### src/rtl/crc_stream_engine.sv
// crc_stream_engine
// Frame-aware, multi-lane CRC engine. Each accepted beat folds up to
// DATA_BYTES bytes into the running CRC in a single cycle. On the last beat
// of a frame the finished CRC, the byte count and the compare result are
// registered, and a one-cycle crc_valid pulse announces them. Protocol
// anomalies (a start while a frame is open, or data while idle) are flagged
// with one-cycle pulses.

module crc_stream_engine #(
  parameter int unsigned          CRC_WIDTH   = 8,
  parameter logic [CRC_WIDTH-1:0] POLY        = 8'h07,
  parameter logic [CRC_WIDTH-1:0] INIT        = 8'hff,
  parameter logic [CRC_WIDTH-1:0] XOR_OUT     = 8'hff,
  parameter bit                   REFLECT_IN  = 1'b1,
  parameter bit                   REFLECT_OUT = 1'b1,
  parameter int                   DATA_BYTES  = 4,
  parameter bit                   LEFT_ALIGN  = 1'b1
) (
  input  logic                                 clk,
  input  logic                                 rst_n,
  input  logic                                 din_valid,
  input  logic                                 din_start,
  input  logic                                 din_last,
  input  logic [$clog2(DATA_BYTES+1)-1:0]      din_len,
  input  logic [8*DATA_BYTES-1:0]              din,
  input  logic [CRC_WIDTH-1:0]                 crc_expected,
  output logic                                 crc_valid,
  output logic [CRC_WIDTH-1:0]                 crc_out,
  output logic                                 crc_ok,
  output logic [15:0]                          frame_len,
  output logic                                 frame_abort,
  output logic                                 orphan_beat
);

  localparam int                LEN_W   = $clog2(DATA_BYTES + 1);
  localparam logic [LEN_W-1:0]  MAX_LEN = LEN_W'(DATA_BYTES);

  typedef enum logic [0:0] {
    ST_IDLE   = 1'b0,
    ST_ACTIVE = 1'b1
  } state_t;

  // ---------------------------------------------------------------------
  // Helper functions
  // ---------------------------------------------------------------------

  // Fold one byte into the CRC, bit-serially, in the configured bit order.
  function automatic logic [CRC_WIDTH-1:0] crc_byte(
    input logic [CRC_WIDTH-1:0] c_in,
    input logic [7:0]           b_in
  );
    logic [CRC_WIDTH-1:0] c;
    logic                 bit_v;
    logic                 fb;
    c = c_in;
    for (int i = 0; i < 8; i++) begin
      if (REFLECT_IN) begin
        bit_v = b_in[i];
      end else begin
        bit_v = b_in[7-i];
      end
      fb = bit_v ^ c[CRC_WIDTH-1];
      c  = {c[CRC_WIDTH-2:0], 1'b0} ^ (fb ? POLY : {CRC_WIDTH{1'b0}});
    end
    return c;
  endfunction

  // Reverse the bit order of a CRC-width word.
  function automatic logic [CRC_WIDTH-1:0] bitrev(input logic [CRC_WIDTH-1:0] c_in);
    logic [CRC_WIDTH-1:0] r;
    r = {CRC_WIDTH{1'b0}};
    for (int i = 0; i < int'(CRC_WIDTH); i++) begin
      r[i] = c_in[int'(CRC_WIDTH)-1-i];
    end
    return r;
  endfunction

  // Pick the k-th byte in stream order; the first byte sits either at the
  // top of the beat or at the bottom depending on alignment.
  function automatic logic [7:0] lane_byte(
    input logic [8*DATA_BYTES-1:0] d,
    input int                      k
  );
    logic [7:0] b;
    if (LEFT_ALIGN) begin
      b = d[8*(DATA_BYTES-1-k) +: 8];
    end else begin
      b = d[8*k +: 8];
    end
    return b;
  endfunction

  // ---------------------------------------------------------------------
  // State and datapath registers
  // ---------------------------------------------------------------------
  state_t               r_state;
  state_t               w_state_nxt;
  logic [CRC_WIDTH-1:0] r_crc;
  logic [15:0]          r_cnt;

  logic                 r_crc_valid;
  logic [CRC_WIDTH-1:0] r_crc_out;
  logic                 r_crc_ok;
  logic [15:0]          r_frame_len;
  logic                 r_frame_abort;
  logic                 r_orphan_beat;

  // ---------------------------------------------------------------------
  // Combinational signals
  // ---------------------------------------------------------------------
  logic                 w_take;
  logic                 w_finish;
  logic                 w_abort;
  logic                 w_orphan;
  logic [LEN_W-1:0]     w_len_sat;
  logic [CRC_WIDTH-1:0] w_crc_upd;
  logic [CRC_WIDTH-1:0] w_crc_final;
  logic [15:0]          w_cnt_base;
  logic [16:0]          w_cnt_sum;
  logic [15:0]          w_cnt_nxt;

  // Classify the incoming beat against the current frame state.
  always_comb begin
    w_take   = 1'b0;
    w_abort  = 1'b0;
    w_orphan = 1'b0;
    if (din_valid) begin
      if (din_start) begin
        w_take  = 1'b1;
        w_abort = (r_state == ST_ACTIVE);
      end else if (r_state == ST_ACTIVE) begin
        w_take = 1'b1;
      end else begin
        w_orphan = 1'b1;
      end
    end else begin
      w_take = 1'b0;
    end
    w_finish = w_take & din_last;
  end

  // Next-state logic: IDLE opens a frame on a start beat that is not also
  // the last one; ACTIVE closes on any accepted last beat.
  always_comb begin
    w_state_nxt = r_state;
    case (r_state)
      ST_IDLE: begin
        if (din_valid && din_start && !din_last) begin
          w_state_nxt = ST_ACTIVE;
        end else begin
          w_state_nxt = ST_IDLE;
        end
      end
      ST_ACTIVE: begin
        if (din_valid && din_last) begin
          w_state_nxt = ST_IDLE;
        end else begin
          w_state_nxt = ST_ACTIVE;
        end
      end
      default: begin
        w_state_nxt = ST_IDLE;
      end
    endcase
  end

  // Fold the valid lanes of this beat into the CRC; a start beat seeds from
  // INIT so a new frame never inherits state from an aborted one.
  always_comb begin
    w_len_sat = (din_len > MAX_LEN) ? MAX_LEN : din_len;
    if (din_start) begin
      w_crc_upd = INIT;
    end else begin
      w_crc_upd = r_crc;
    end
    for (int k = 0; k < DATA_BYTES; k++) begin
      if (k < int'(w_len_sat)) begin
        w_crc_upd = crc_byte(w_crc_upd, lane_byte(din, k));
      end else begin
        w_crc_upd = w_crc_upd;
      end
    end
    if (REFLECT_OUT) begin
      w_crc_final = bitrev(w_crc_upd) ^ XOR_OUT;
    end else begin
      w_crc_final = w_crc_upd ^ XOR_OUT;
    end
  end

  // Running byte count with saturation at 16'hffff instead of wrapping.
  always_comb begin
    if (din_start) begin
      w_cnt_base = 16'h0000;
    end else begin
      w_cnt_base = r_cnt;
    end
    w_cnt_sum = {1'b0, w_cnt_base} + {{(17-LEN_W){1'b0}}, w_len_sat};
    if (w_cnt_sum[16]) begin
      w_cnt_nxt = 16'hffff;
    end else begin
      w_cnt_nxt = w_cnt_sum[15:0];
    end
  end

  // Frame state register.
  always_ff @(posedge clk or negedge rst_n) begin
    if (!rst_n) begin
      r_state <= ST_IDLE;
    end else begin
      r_state <= w_state_nxt;
    end
  end

  // Running CRC and byte count; both rearm on frame completion.
  always_ff @(posedge clk or negedge rst_n) begin
    if (!rst_n) begin
      r_crc <= INIT;
      r_cnt <= 16'h0000;
    end else if (w_finish) begin
      r_crc <= INIT;
      r_cnt <= 16'h0000;
    end else if (w_take) begin
      r_crc <= w_crc_upd;
      r_cnt <= w_cnt_nxt;
    end else begin
      r_crc <= r_crc;
      r_cnt <= r_cnt;
    end
  end

  // Result registers: captured on the last beat and held until the next one.
  always_ff @(posedge clk or negedge rst_n) begin
    if (!rst_n) begin
      r_crc_out   <= {CRC_WIDTH{1'b0}};
      r_crc_ok    <= 1'b0;
      r_frame_len <= 16'h0000;
    end else if (w_finish) begin
      r_crc_out   <= w_crc_final;
      r_crc_ok    <= (w_crc_final == crc_expected);
      r_frame_len <= w_cnt_nxt;
    end else begin
      r_crc_out   <= r_crc_out;
      r_crc_ok    <= r_crc_ok;
      r_frame_len <= r_frame_len;
    end
  end

  // One-cycle event pulses for completion and protocol anomalies.
  always_ff @(posedge clk or negedge rst_n) begin
    if (!rst_n) begin
      r_crc_valid   <= 1'b0;
      r_frame_abort <= 1'b0;
      r_orphan_beat <= 1'b0;
    end else begin
      r_crc_valid   <= w_finish;
      r_frame_abort <= w_abort;
      r_orphan_beat <= w_orphan;
    end
  end

  assign crc_valid   = r_crc_valid;
  assign crc_out     = r_crc_out;
  assign crc_ok      = r_crc_ok;
  assign frame_len   = r_frame_len;
  assign frame_abort = r_frame_abort;
  assign orphan_beat = r_orphan_beat;

endmodule

### config.mk
export PLATFORM = sky130hd
export DESIGN_NAME = crc_stream_engine
export DESIGN_NICKNAME = d
export VERILOG_FILES = /design/src/rtl/crc_stream_engine.sv
export SDC_FILE = /design/constraint.sdc
export NUM_CORES = 1
export LEC_CHECK = 0
export CORE_AREA = 2 2 102 104
export DETAILED_ROUTE_END_ITERATION = 6
export DIE_AREA = 0 0 104 106
export PLACE_DENSITY_LB_ADDON = 0.25
export SLEW_MARGIN = 30
export SYNTH_ARGS = -nofsm -noshare
export SYNTH_HDL_FRONTEND = slang
export SYNTH_SLANG_ARGS = --single-unit
### constraint.sdc
create_clock -name clk -period 5.8 [get_ports clk]
set_input_delay 0.58 -clock clk [delete_from_list [all_inputs] [get_ports clk]]
set_output_delay 0.58 -clock clk [all_outputs]
set_load 0.1 [all_outputs]
Fig. 1: a small window of the routed layout
Region (53, 54) to (103, 104) um. Cells in gray, sequential cells in the stronger gray; small squares are vias.
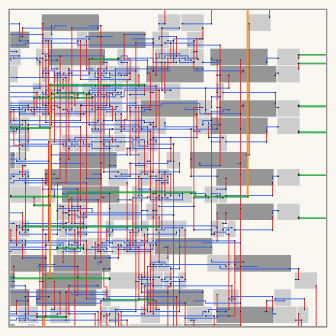
legend:
  met3:
    color: green
  met2:
    color: red
  met1:
    color: blue
  met4:
    color: orange
most frequent: dfrtp_1 (21), nand2_1 (14), a21oi_1 (14)
netlist names of flops here include: r_cnt (11), frame_len (6), r_crc (2)
cells with their middle in the window: 143
sequential cells in the window: 23

Fig. 2: clock nets
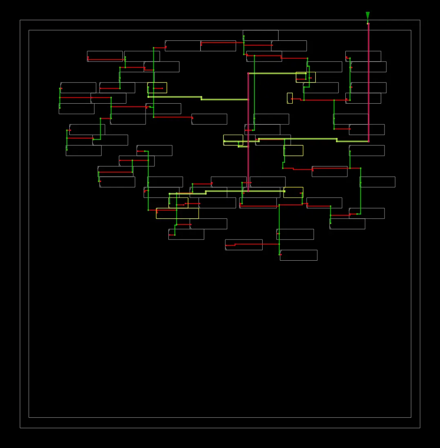
# clk buffers: 7
clk latency late pin: 0.32 ns
Num CTS Buffers: 5
CTS sink cnt: 53

-- flip-flops by register name (all words and copies together), names as in the netlist --
register and flops:
frame_len 16, r_cnt 16, crc_out 8, r_crc 8, crc_ok 1, crc_valid 1, frame_abort 1, orphan_beat 1
r_state 1
-- path summary, 6_finish.rpt --
path,start,endpoint,slack [ns],depth (start not counted)
setup / recovery,din[25],crc_ok,0.39,17
hold / removal,rst_n,frame_len[14],0.36,2
max in group asynchronous,rst_n,crc_out[1],4.98,2
hold reg to reg,frame_len[3],frame_len[3],0.48,2
setup reg to reg,r_crc[7],crc_ok,0.61,16
min in group clk,frame_len[3],frame_len[3],0.48,2
==> impl_metrics.yaml <==
# flow metrics
outcome:
  status: "complete, no violations"
global_routing:
  grt_overflow: 0
  top_usage_layer: "met2"
  use_met1_pct: 31.6
  use_met2_pct: 35.0
  grt_pass1_vias: 4007
  grt_use_met3_pct: 3.86
  grt_pass1_wl_um: 19600
  grt_usage_pct: 22.1
  antenna_found_initial: 0
  grt_max_degree: 54
sta:
  final_max_slew_viol_count: 0
  setup_viol: 0
  hold_viol: 0
  rsz0062_at_grt: "no"
  slew_headroom_pct: 34.1
  fmax_ghz: 0.185
  period_used_pct: 93.3
  fin_ws_ns: 0.391
  setup_tns_ns: 0
  holdWs_ns: 0.360
  clock_skew_ns: 0.0128
final_layout:
  largest_cell_class: "multi-input combinational cells"
  fillers: 924
  layout_top_cells: "74 x clkdlybuf4s50_1, 69 x xnor2_1, 50 x nand2_1"
  n_antenna_cell: 0
  final_common_cell: "clkdlybuf4s50_1"
  seq_area_mm2: 0.00134
  nNonClkBuffers: 92
  layout.nets: 646
  fin_cells: 731
  final_util_pct: 58.6
  clk_share_pct: 1.98
  num-nonclk-inverters: 6
  bufAreaShareNonClock_pct: 14.9
  drive_gt1_share_pct: 9.58
  flops: 53
  logic_area_mm2: 0.00335
  syn_to_final_growth_pct: 21.7
  final_cell_area_mm2: 0.00586
clock_network:
  cts_resized: 0
  clockBufferDepth: 2
  cts-root-buf: "clkbuf_8"
  htreeDepth: 2
  cts_tree: "yes"
  clkSlewWorstSetupHoldPaths_ns: 0.10
  ctsHoldBuffers: 0
  postCtsSetupBuffers: 0
yosys:
  top_cell_area_share_pct: 23.4
  top_cells_by_area: "dfrtp_1 23%, xnor2_1 13%, xnor3_1 9.8%"
  yosysWarningCount: 0
  synth.cell_area_mm2: 0.00482
  ys_seq_share_pct: 27.7
  edf_count: 0
  yosys_cells: 522
  mux_area_share_pct: 4.47
  top_cell: "xnor2_1"
  ys_types: 65
  synthAdderAreaFrac_pct: 1.19
  synthArstFlopShare_pct: 100
  top_area_cell: "dfrtp_1"
  syn_avg_cell_area_um2: 9.23
  synth-xor-area-share_pct: 31.5
  common_cells: "69 x xnor2_1, 50 x nand2_1, 45 x dfrtp_1"
  simple_gate_area_share_pct: 18.3
  synth-main-ff-cell: "dfrtp_1"
  compound_area_share_pct: 14.0
  topCombFamilyByArea: "XOR/XNOR gates"
routing:
  drt_wl_total_um: 11700
  routed_via_density: 5.55
  top_layer: "met4"
  drt_iter0_markers: 190
  wl_met2_um: 5350
  met3WireLength_um: 537
  wl_met1_um: 5620
  drt-pass1-iter-count: 5
  drcViolationCount: 0
  final_antenna_net_count: 0
  wl_per_cell_um: 16.0
  num_vias: 4056
floorplan:
  ios: 76
  rows: 37
  dieWidth_um: 104
  fp-utilization_pct: 48.2
  chipArea_mm2: 0.0110
  core_mm2: 0.0100
setup_path:
  cp_cell_sequence: "clkdlybuf4s50_1 -> xor3_1 -> and3_4 -> nor3_4 -> xnor3_1 -> nand3_1 -> or3b_1 -> xor2_1 -> xnor3_2 -> mux2i_1 -> xnor2_1 -> xnor2_1 -> xnor2_1 -> and2_2 -> xnor3_1 -> or4_1 -> o31ai_1"
  critPathMaxStageDelay_ns: 0.53
  crit_fanout: 4
  worstSetupEndpointType: "flop"
  worst_ep_required_time_ns: 6.02
  path_delay_family: "XOR/XNOR gates"
  critPathMostFrequentCell: "xnor2_1"
  critPathLaunchType: "input port"
  crit_type: "in2reg"
  worstPathArrival_ns: 5.63
  critical_path.slowest_cell: "clkdlybuf4s50_1"
place:
  placed_area_mm2: 0.00575
  place_inst: 723
  port_buffers: 75
  pre_cts_ws_ns: 0.0931
  routabilityCongestion: 0.916
job:
  warnings: 26
  drv_cap: 0
min_path:
  hold_path.class: "in2async"
